### config.mk
export PLATFORM = sky130hd
export DESIGN_NAME = reset_sequencer
export DESIGN_NICKNAME = d
export VERILOG_FILES = /design/src/rtl/reset_sequencer_pkg.sv /design/src/rtl/reset_sequencer_trig.sv /design/src/rtl/reset_sequencer.sv
export SDC_FILE = /design/constraint.sdc
export NUM_CORES = 1
export LEC_CHECK = 0
export CORE_ASPECT_RATIO = 1.5
export CORE_UTILIZATION = 45
export CTS_CLUSTER_DIAMETER = 100
export CTS_CLUSTER_SIZE = 25
export DETAILED_ROUTE_END_ITERATION = 12
export PLACE_DENSITY = 0.77
export SLEW_MARGIN = 30
export SYNTH_ARGS = -nofsm -noshare
export SYNTH_HDL_FRONTEND = slang
export SYNTH_SLANG_ARGS = --single-unit
### constraint.sdc
create_clock -name clk -period 2.5 [get_ports clk]
set_input_delay 0.25 -clock clk [delete_from_list [all_inputs] [get_ports clk]]
set_output_delay 0.25 -clock clk [all_outputs]
set_load 0.02 [all_outputs]
### src/rtl/reset_sequencer_pkg.sv
// Shared types and constants for the staggered reset sequencer.
// The state enum, parameter defaults and the restart counter width live here.
package reset_sequencer_pkg;

    typedef enum logic [1:0] {
        SEQ_HOLD    = 2'd0,
        SEQ_STAGGER = 2'd1,
        SEQ_RUN     = 2'd2
    } seq_state_t;

    localparam int DEF_NUM_CH         = 4;
    localparam int DEF_HOLD_CYCLES    = 10;
    localparam int DEF_STAGGER_CYCLES = 4;
    localparam int DEF_SYNC_STAGES    = 2;
    localparam int RCNT_W             = 8;

    function automatic int max2(input int a, input int b);
        return (a > b) ? a : b;
    endfunction

endpackage

### src/rtl/reset_sequencer_trig.sv
// Multi-flop synchroniser bringing the asynchronous trigger into the clk domain.
module trig_sync
    import reset_sequencer_pkg::*;
#(
    parameter int SYNC_STAGES = DEF_SYNC_STAGES
) (
    input  logic clk,
    input  logic rst_n,
    input  logic i_async,
    output logic o_sync
);

    logic [SYNC_STAGES-1:0] r_sync;

    always_ff @(posedge clk or negedge rst_n) begin
        if (!rst_n) begin
            r_sync <= '0;
        end else begin
            r_sync <= {r_sync[SYNC_STAGES-2:0], i_async};
        end
    end

    assign o_sync = r_sync[SYNC_STAGES-1];

endmodule

### src/rtl/reset_sequencer.sv
// Holds all channel resets low for HOLD_CYCLES, then releases them one by one
// STAGGER_CYCLES apart; a synchronised trigger rising edge restarts the sequence.
module reset_sequencer
    import reset_sequencer_pkg::*;
#(
    parameter int NUM_CH         = DEF_NUM_CH,
    parameter int HOLD_CYCLES    = DEF_HOLD_CYCLES,
    parameter int STAGGER_CYCLES = DEF_STAGGER_CYCLES,
    parameter int SYNC_STAGES    = DEF_SYNC_STAGES
) (
    input  logic              clk,
    input  logic              rst_n,
    input  logic              trigger,
    output logic [NUM_CH-1:0] ch_rst_n,
    output logic              seq_busy,
    output logic              seq_done,
    output logic [RCNT_W-1:0] restart_cnt
);

    localparam int CNT_MAX = max2(HOLD_CYCLES, STAGGER_CYCLES);
    localparam int CNT_W   = $clog2(CNT_MAX + 1);
    localparam int IDX_W   = (NUM_CH > 1) ? $clog2(NUM_CH) : 1;

    localparam logic [CNT_W-1:0] HOLD_LAST = CNT_W'(HOLD_CYCLES - 1);
    localparam logic [CNT_W-1:0] STG_LAST  =
        (STAGGER_CYCLES > 0) ? CNT_W'(STAGGER_CYCLES - 1) : '0;
    localparam logic [IDX_W-1:0] IDX_LAST  = IDX_W'(NUM_CH - 1);
    // With one channel or no stagger everything releases on the hold boundary.
    localparam bit ALL_AT_ONCE = (NUM_CH == 1) || (STAGGER_CYCLES == 0);

    seq_state_t        r_state, w_nxt_state;
    logic [CNT_W-1:0]  r_cnt, w_nxt_cnt;
    logic [IDX_W-1:0]  r_idx, w_nxt_idx;
    logic [NUM_CH-1:0] r_ch, w_nxt_ch;
    logic              r_done, w_nxt_done;
    logic [RCNT_W-1:0] r_rcnt;
    logic              r_trig_d;
    logic              w_trig_s;
    logic              w_rise;

    trig_sync #(.SYNC_STAGES(SYNC_STAGES)) u_trig_sync (
        .clk     (clk),
        .rst_n   (rst_n),
        .i_async (trigger),
        .o_sync  (w_trig_s)
    );

    // Edge detector flop resets to 0 so a trigger held high through reset counts once.
    assign w_rise = w_trig_s & ~r_trig_d;

    always_ff @(posedge clk or negedge rst_n) begin
        if (!rst_n) begin
            r_state  <= SEQ_HOLD;
            r_cnt    <= '0;
            r_idx    <= '0;
            r_ch     <= '0;
            r_done   <= 1'b0;
            r_rcnt   <= '0;
            r_trig_d <= 1'b0;
        end else begin
            r_state  <= w_nxt_state;
            r_cnt    <= w_nxt_cnt;
            r_idx    <= w_nxt_idx;
            r_ch     <= w_nxt_ch;
            r_done   <= w_nxt_done;
            r_trig_d <= w_trig_s;
            if (w_rise && (r_rcnt != '1)) begin
                r_rcnt <= r_rcnt + 1'b1;
            end
        end
    end

    always_comb begin
        w_nxt_state = r_state;
        w_nxt_cnt   = r_cnt;
        w_nxt_idx   = r_idx;
        w_nxt_ch    = r_ch;
        w_nxt_done  = 1'b0;
        if (w_rise) begin
            w_nxt_state = SEQ_HOLD;
            w_nxt_cnt   = '0;
            w_nxt_idx   = '0;
            w_nxt_ch    = '0;
        end else begin
            case (r_state)
                SEQ_HOLD: begin
                    if (r_cnt == HOLD_LAST) begin
                        w_nxt_cnt = '0;
                        if (ALL_AT_ONCE) begin
                            w_nxt_ch    = '1;
                            w_nxt_state = SEQ_RUN;
                            w_nxt_done  = 1'b1;
                        end else begin
                            w_nxt_ch[0] = 1'b1;
                            w_nxt_idx   = IDX_W'(1);
                            w_nxt_state = SEQ_STAGGER;
                        end
                    end else begin
                        w_nxt_cnt = r_cnt + 1'b1;
                    end
                end
                SEQ_STAGGER: begin
                    if (r_cnt == STG_LAST) begin
                        w_nxt_cnt       = '0;
                        w_nxt_ch[r_idx] = 1'b1;
                        if (r_idx == IDX_LAST) begin
                            w_nxt_state = SEQ_RUN;
                            w_nxt_done  = 1'b1;
                        end else begin
                            w_nxt_idx = r_idx + 1'b1;
                        end
                    end else begin
                        w_nxt_cnt = r_cnt + 1'b1;
                    end
                end
                default: ;
            endcase
        end
    end

    always_comb begin
        ch_rst_n    = r_ch;
        seq_busy    = ~&r_ch;
        seq_done    = r_done;
        restart_cnt = r_rcnt;
    end

endmodule
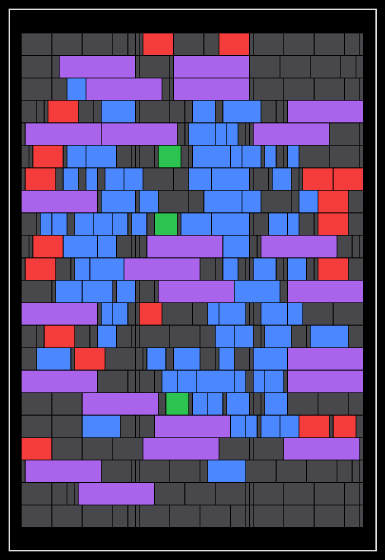
*Placed cells, one color a class, run 1*
Fill, decap, tap and diode cells in gray.
- blue: all other logic (cells 80; share of their area 42%)
- purple: flops (cells 24; share of their area 44%)
- red: other buffers and delay cells (cells 18; share of their area 13%)
- green: cells driving clock nets (cells 3; share of their area 1.6%)
fraction of area in registers: 0.426
row cnt: 22
final instance area: 1410 µm²

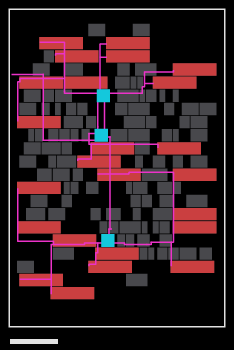
*Clock distribution, run 1*
Scale bar: 10 µm.
- cyan: cells driving clock nets (count 3)
- magenta: clock wires (length 280 µm)
- red: flip-flops (count 24)
- flops lie: widely spread
clk_skew: 0.00250 ns
Clock group: 167 µW
Insertion Delay late pin: 0.31 ns
Clk pwr share: 0.133

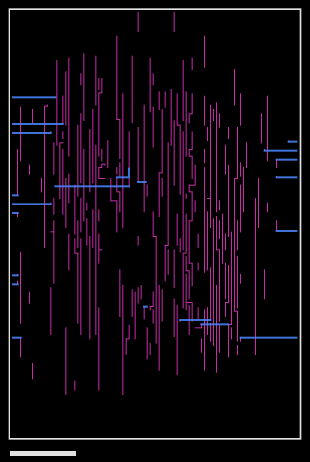
*Signal wires by layer, run 1*
Scale bar: 10 µm. Only two layers are drawn.
- magenta: met2 (wire length 1200 µm)
- blue: met3 (wire length 77.5 µm)
final WL: 2.24 mm
GRT Util Overall: 0.182
routed len/inst: 15.0 µm
Via Count: 904

==> metrics.yaml, run 1 <==
run_status:
  status: "finished clean"
layout:
  seq_area_um2: 601
  drive_gt1_frac: 0.0880
  lay_top_count: "dfrtp_1"
  final_cell_count_no_fill: 149
  comb_area_um2: 567
  logic_gates: 76
  fill_cells: 220
  flop-count: 24
  num_antenna_cells: 0
  post-route-util: 0.569
logic_synthesis:
  area_leaders: "dfrtp_1 50%, ha_1 8.3%, a31oi_1 3.6%"
  ff_type: "dfrtp_1"
  syn-num-nets: 120
  async_flop_share: 1.00
  top_cells_by_count: "24 x dfrtp_1, 8 x ha_1, 7 x a21oi_1, 7 x a31oi_1, 7 x nor2_1"
  yosys_warnings: 0
  avgSynthCellArea_um2: 11.0
  ys_cells: 109
  ys_seq_frac: 0.499
  ys_area_um2: 1200
  top_cell: "dfrtp_1"
die:
  core_area_um2: 2480
  taps: 24
  io_pins: 17
  die_h_um: 65.3
  die_w_um: 44.2
global_routing:
  busiest_layer: "met2"
  grt_max_degree: 25
  grt_use_met1: 0.208
  use_met2: 0.324
  gr-total-overflow: 0
  grt_pass1_vias: 947
  use_met3: 0.0220
  grt_pass1_wl_mm: 4.00
clocking:
  clk_pin_slew_worst_paths_ns: 0.12
  cts_buffer_depth: 2
  hold_buffers: 0
  root_buffer: "clkbuf_4"
  post_cts_buffers: 0
route:
  first_iter_violations: 22
  drc: 0
  wl_met2_mm: 1.20
  drtAntennaViolNets: 0
  highest_layer: "met4"
worst_setup_path:
  crit_fanout: 8
  critical_path_buf_inv_count: 1
  cpPeakStageDelay_ns: 0.65
  path_delay_family: "buffers and inverters"
  worstSetupStartpointType: "register"
  worst_path_max_delay_cell: "clkdlybuf4s50_1"
  r2r_end: "restart_cnt[1]"
power:
  power.internal_uw: 770
  power_uw: 1250
  ir_worst_vdd_v: 0.000483
  swShare: 0.385
timing:
  hold_viol_final: 0
  fin_crit_ns: 1.69
  slew_headroom: 0.658
  slew_violations: 0
  fmax_mhz: 590
  fin_ws_ns: 0.806
  rsz0062_at_grt: "no"
placed_design:
  dp_hpwl_mm: 1.65
  dpl-instance-area_um2: 1390
  place.gp.congestion: 0.808
  pre_cts_slack_ns: 0.907
job:
  warnings: 31
  maxCapViolCount: 0
### Sequential cells colored by netlist name, run 1

Scale bar: 10 µm.
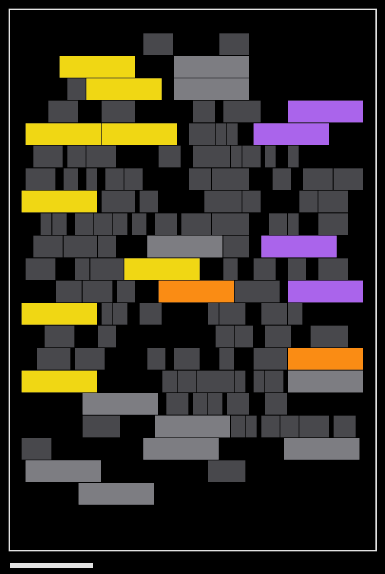

## Run 2: what changed since run 1
--- a/config.mk
+++ b/config.mk
@@ -10,7 +10,7 @@
 export CTS_CLUSTER_DIAMETER = 100
 export CTS_CLUSTER_SIZE = 25
 export DETAILED_ROUTE_END_ITERATION = 12
-export PLACE_DENSITY = 0.77
+export PLACE_DENSITY = 0.79
 export SLEW_MARGIN = 30
 export SYNTH_ARGS = -nofsm -noshare
 export SYNTH_HDL_FRONTEND = slang
==> constraint.sdc (replaced) <==
create_clock -name clk -period 1.5 [get_ports clk]
set_input_delay 0.15 -clock clk [delete_from_list [all_inputs] [get_ports clk]]
set_output_delay 0.15 -clock clk [all_outputs]
set_load 0.02 [all_outputs]
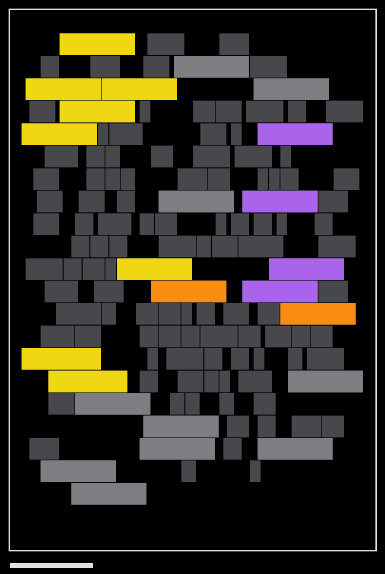
*Sequential cells colored by netlist name, run 2*
Scale bar: 10 µm.
- purple: ch_rst_n (sequential cells 4; where right middle)
- orange: r_state (sequential cells 2)
- yellow: restart_cnt (sequential cells 8)
fraction of area in registers: 0.415
power of the sequential group: 1040 µW
Flop area: 603 µm²
final core occ: 0.587

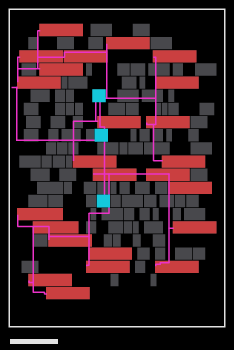
*Clock distribution, run 2*
Scale bar: 10 µm.
- red: flip-flops (count 24)
- cyan: cells driving clock nets (count 3)
- magenta: clock wires (length 254 µm)
- routed clock nets: 4
Clock group: 283 µW
clk_skew: 0.00214 ns

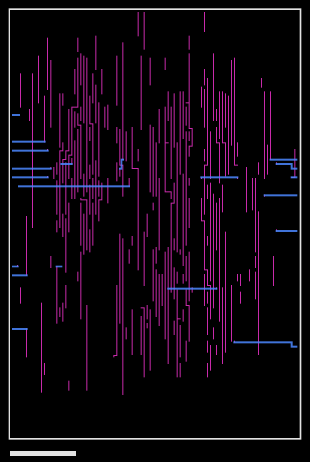
*Signal wires by layer, run 2*
Scale bar: 10 µm. Only two layers are drawn.
GRT Util Overall: 0.183
final WL: 2.35 mm

==> run 2 against run 1 <==
Against the previous run:
- the flow now finishes with violations (DRC)
- synthesized cell count unchanged
- total power increased by 67%
- count of clock-buffer cells in the layout increased by 1
- final cell count increased by 3.4%
- register-to-register slack got worse by 0.84 ns
- global-route usage increased by 0.072 points
- non-clock buffer count increased by 4
- sequential power increased by 68%
- flip-flop count unchanged
- largest cell class unchanged
- largest power group unchanged
==> metrics.yaml, run 2 <==
run_status:
  status: "finished with violations"
  failed_checks: "DRC"
global_routing:
  gr-total-overflow: 0  # unchanged
  use_met2: 0.347  # +0.0239
  busiest_layer: "met2"
  grt_use_met1: 0.200  # -0.00819
  grt_pass1_wl_mm: 4.04  # +1.2%
  grt_pass1_vias: 951  # +0.42%
timing:
  slew_headroom: 0.775  # +0.117
  slew_violations: 0  # unchanged
  fin_crit_ns: 1.45
  fin_ws_ns: 0.0469  # -0.759 ns
  fmax_mhz: 688
  hold_viol_final: 0  # unchanged
worst_setup_path:
  path_delay_family: "flip-flops"
  worstSetupStartpointType: "register"
  critical_path_buf_inv_count: 0  # -1
  cpPeakStageDelay_ns: 0.42  # -0.23 ns
  crit_fanout: 6  # -2
  worst_path_max_delay_cell: "dfrtp_2"
logic_synthesis:
  top_cell: "dfrtp_1"
  async_flop_share: 1.00  # unchanged
  avgSynthCellArea_um2: 11.0  # unchanged
  yosys_warnings: 0  # unchanged
  ys_cells: 109  # unchanged
  ys_seq_frac: 0.499  # unchanged
  ys_area_um2: 1200  # unchanged
  area_leaders: "dfrtp_1 50%, ha_1 8.3%, a31oi_1 3.6%"
  syn-num-nets: 120  # unchanged
  topCombFamilyByArea: "simple AND/OR/NAND/NOR gates"
placed_design:
  dp_hpwl_mm: 1.77  # +7.5%
  pre_cts_slack_ns: 0.0399  # -0.867 ns
  port_buffers: 16
  dpl-instance-area_um2: 1420  # +2.5%
  place.gp.congestion: 0.816  # +0.95%
route:
  highest_layer: "met4"
  routedWlPerCell_um: 15.3  # +1.7%
  met1_length_um: 922
  first_iter_violations: 20  # -9.1%
  drtAntennaViolNets: 0  # unchanged
  drc: 2  # +2
  wl_met2_mm: 1.31  # +9.8%
power:
  power.internal_uw: 1280  # +66%
  power_uw: 2080  # +67%
  ir_worst_vdd_v: 0.000853  # +77%
die:
  die_h_um: 65.3  # unchanged
  fp-row-count: 22  # unchanged
  io_pins: 17  # unchanged
  taps: 24  # unchanged
  initCoreUtil: 0.486
  die_w_um: 44.2  # unchanged
  core_area_um2: 2480  # unchanged
layout:
  logic_gates: 76  # unchanged
  num_antenna_cells: 0  # unchanged
  comb_share: 0.394
  drive_gt1_frac: 0.146  # +0.0582
  comb_area_um2: 573  # +1.1%
  fill_cells: 225  # +2.3%
  lay_top_count: "dfrtp_1"
  flop-count: 24  # unchanged
  fin_area_um2: 1450  # +3.1%
job:
  maxCapViolCount: 0  # unchanged
  warnings: 31  # unchanged
clocking:
  clk_pin_slew_worst_paths_ns: 0.12  # about the same
  root_buffer: "clkbuf_4"
  cts_buffer_depth: 2  # unchanged
  post_cts_buffers: 0  # unchanged
  hold_buffers: 0  # unchanged
  clk_latency_ns: 0.30  # about the same
### Placed cells, one color a class, run 2

Fill, decap, tap and diode cells in gray.
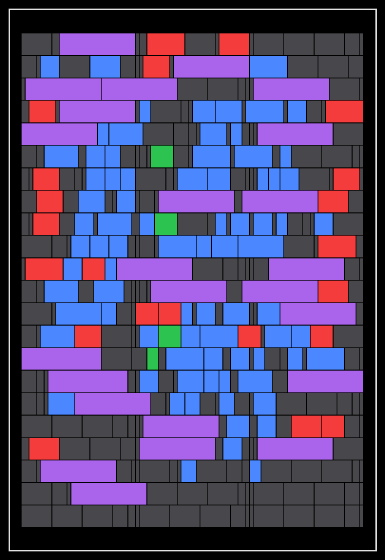

## Run 3: what changed since run 2
--- a/config.mk
+++ b/config.mk
@@ -6,11 +6,11 @@
 export NUM_CORES = 1
 export LEC_CHECK = 0
 export CORE_ASPECT_RATIO = 1.5
-export CORE_UTILIZATION = 45
+export CORE_UTILIZATION = 50
 export CTS_CLUSTER_DIAMETER = 100
 export CTS_CLUSTER_SIZE = 25
 export DETAILED_ROUTE_END_ITERATION = 12
-export PLACE_DENSITY = 0.79
+export PLACE_DENSITY = 0.83
 export SLEW_MARGIN = 30
 export SYNTH_ARGS = -nofsm -noshare
 export SYNTH_HDL_FRONTEND = slang
==> constraint.sdc (replaced) <==
create_clock -name clk -period 1.6 [get_ports clk]
set_input_delay 0.16 -clock clk [delete_from_list [all_inputs] [get_ports clk]]
set_output_delay 0.16 -clock clk [all_outputs]
set_load 0.02 [all_outputs]
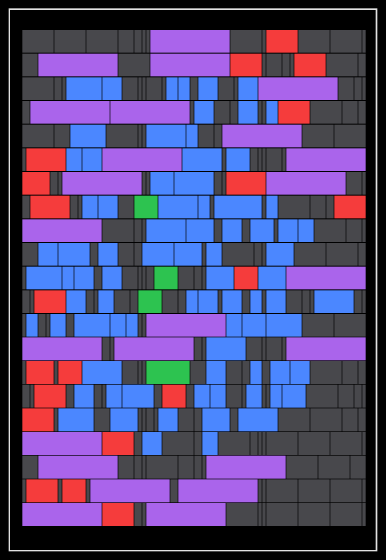
*Placed cells, one color a class, run 3*
Fill, decap, tap and diode cells in gray.
- red: other buffers and delay cells (cells 20; share of their area 14%)
- blue: all other logic (cells 80; share of their area 41%)
- green: clock drivers and dummy loads (cells 4; share of their area 2.6%)
- purple: flops (cells 24; share of their area 42%)
final core occ: 0.638
core area: 2260 µm²
row cnt: 21
fraction of area in registers: 0.416
final instance area: 1440 µm²

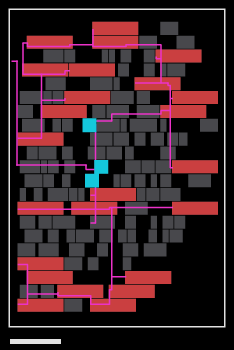
*Clock distribution, run 3*
Scale bar: 10 µm.
- magenta: clock wires (length 266 µm)
- red: flip-flops (count 24)
- cyan: cells driving clock nets (count 3)
- routed clock nets: 4
Clock group: 313 µW
clk_skew: 0.0112 ns
Clk pwr share: 0.156

==> run 3 against run 2 <==
Against the previous run:
- the run now ends clean
- worst hold slack gained 0.0090 ns
- clock skew rose by 0.0090 ns
- sequential share of layout area increased by 0.15 points
- flip-flop count unchanged
- final cell count fell by 1.9%
- die size shrank 9.6%
- non-clock buffer count shrank 2
- critical endpoint is now restart_cnt[3]
- largest power group unchanged
==> metrics.yaml, run 3 <==
placed_design:
  port_buffers: 16  # unchanged
  place.gp.congestion: 0.772  # -5.3%
  dpl-instance-area_um2: 1400  # -1.5%
  pre_cts_slack_ns: 0.114  # +0.0745 ns
  dp.cells: 147
  dp_hpwl_mm: 1.67  # -6.1%
worst_setup_path:
  path_delay_family: "buffers and inverters"
  cp.required_ns: 1.44
  critical_path_buf_inv_count: 1  # +1
  critPathCapture: "restart_cnt[3]"
  critical_path.cell_chain: "clkdlybuf4s50_1"
  worst_path_max_delay_cell: "clkdlybuf4s50_1"
  cp.depth: 1
  cpPeakStageDelay_ns: 0.64  # +0.22 ns
  rr_worst_depth: 4
  critPathLaunch: "restart_cnt[3]"
  crit_fanout: 6  # unchanged
  worstSetupStartpointType: "register"
  path_class: "reg2out"
  reg2reg_slack_ns: 0.09
timing:
  hold_viol_final: 0  # unchanged
  fin_ws_ns: 0.0457  # -0.00115 ns
  worstMarginPinSlew_ns: 0.476
  rsz0062_at_grt: "no"
  setup_viol: 0
  fmax_mhz: 643
  slew_violations: 0  # unchanged
  slew_headroom: 0.681  # -0.0939
  fin_crit_ns: 1.55
logic_synthesis:
  top_area_frac: 0.499
  ff_type: "dfrtp_1"
  top_cells_by_count: "24 x dfrtp_1, 8 x ha_1, 7 x a21oi_1, 7 x a31oi_1, 7 x nor2_1"
  synth.cellmix.simpleShare: 0.189
  synthCells: 109
  top_cell: "dfrtp_1"
  area_leaders: "dfrtp_1 50%, ha_1 8.3%, a31oi_1 3.6%"
  topCombFamilyByArea: "simple AND/OR/NAND/NOR gates"
  ys_area_um2: 1200  # unchanged
  mux_area_frac: 0.0364
  yosys_warnings: 0  # unchanged
  ys_cells: 109  # unchanged
  avgSynthCellArea_um2: 11.0  # unchanged
  largest_area_cell: "dfrtp_1"
  ys_seq_frac: 0.499  # unchanged
  async_flop_share: 1.00  # unchanged
  syn-num-nets: 120  # unchanged
layout:
  logic_gates: 76  # unchanged
  largest_reg_flops: 8
  comb_share: 0.393  # -0.00126
  fill_cells: 195  # -13%
  comb_area_um2: 567  # -1.1%
  n_clock_buffer: 4
  flop-count: 24  # unchanged
  nNetsFinal: 140
  final_cell_mix: "24 x dfrtp_1, 11 x clkdlybuf4s50_1, 8 x ha_1"
  area_growth_pct: 19.9
  clk_share: 0.0252
  num_antenna_cells: 0  # unchanged
  non_clock_buffer_area_share: 0.135
  lay_top_count: "dfrtp_1"
  drive_gt1_frac: 0.109  # -0.0368
  final_cell_count_no_fill: 151
  top_area_cell_class: "flip-flops and latches"
power:
  ir_worst_vdd_v: 0.00102  # +20%
  top_power_group: "registers"
  powerDensity_nw_per_um2: 1390
  p_comb_frac: 0.359
  p_seq_frac: 0.485
  power_uw: 2000  # -4.0%
  pg_comb_uw: 718
  power.internal_uw: 1240  # -2.6%
  swShare: 0.379
global_routing:
  busiest_layer: "met2"
  grt_max_degree: 25
  grt.total_usage: 0.190  # +0.00668
  grt_use_met1: 0.235  # +0.0351
  gr-total-overflow: 0  # unchanged
  use_met2: 0.357  # +0.00972
  antenna_found_initial: 0
  grt_pass1_wl_mm: 3.74  # -7.5%
  grt_pass1_vias: 825  # -13%
clocking:
  tritoncts.num_buffers: 3
  cts_max_level: 1
  clkSinkCount: 24
  clk_pin_slew_worst_paths_ns: 0.13  # about the same
  cts_tree: "built"
  post_cts_buffers: 0  # unchanged
  hold_buffers: 0  # unchanged
  cts_buffer_depth: 2  # unchanged
  root_buffer: "clkbuf_4"
  clk_latency_ns: 0.31  # about the same
route:
  wl_met2_mm: 1.22  # -7.1%
  highest_layer: "met4"
  drt_wl_total_mm: 2.32  # -1.4%
  via_count: 917
  via_per_inst: 6.07
  dr_wl_met3_um: 61
  met1_length_mm: 1.01  # +10%
  routedWlPerCell_um: 15.3  # +0.51%
  drc: 0  # -2
  first_pass_iters: 5
  first_iter_violations: 14  # -30%
  drtAntennaViolNets: 0  # unchanged
die:
  die_w_um: 42.1  # -4.9%
  initCoreUtil: 0.533  # +0.0468
  die_h_um: 62.1  # -5.0%
  taps: 23  # -4.2%
  io_pins: 17  # unchanged
  dieArea_um2: 2610
hold_path:
  hp-class: "in2async"
job:
  maxCapViolCount: 0  # unchanged
  warnings: 31  # unchanged
run_status:
  status: "finished clean"
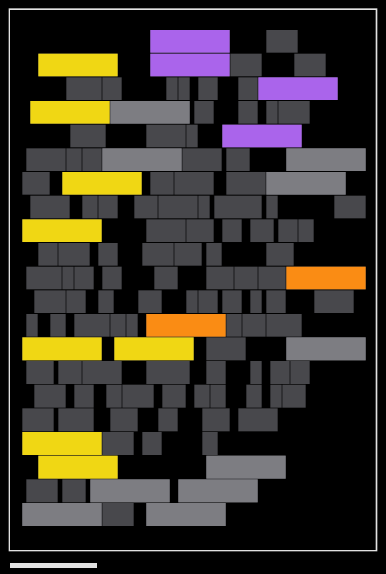
*Sequential cells colored by netlist name, run 3*
Scale bar: 10 µm.
Flop area: 601 µm²
power of the sequential group: 971 µW

Power figures rest on the tool's default switching activity, not on a simulated workload.
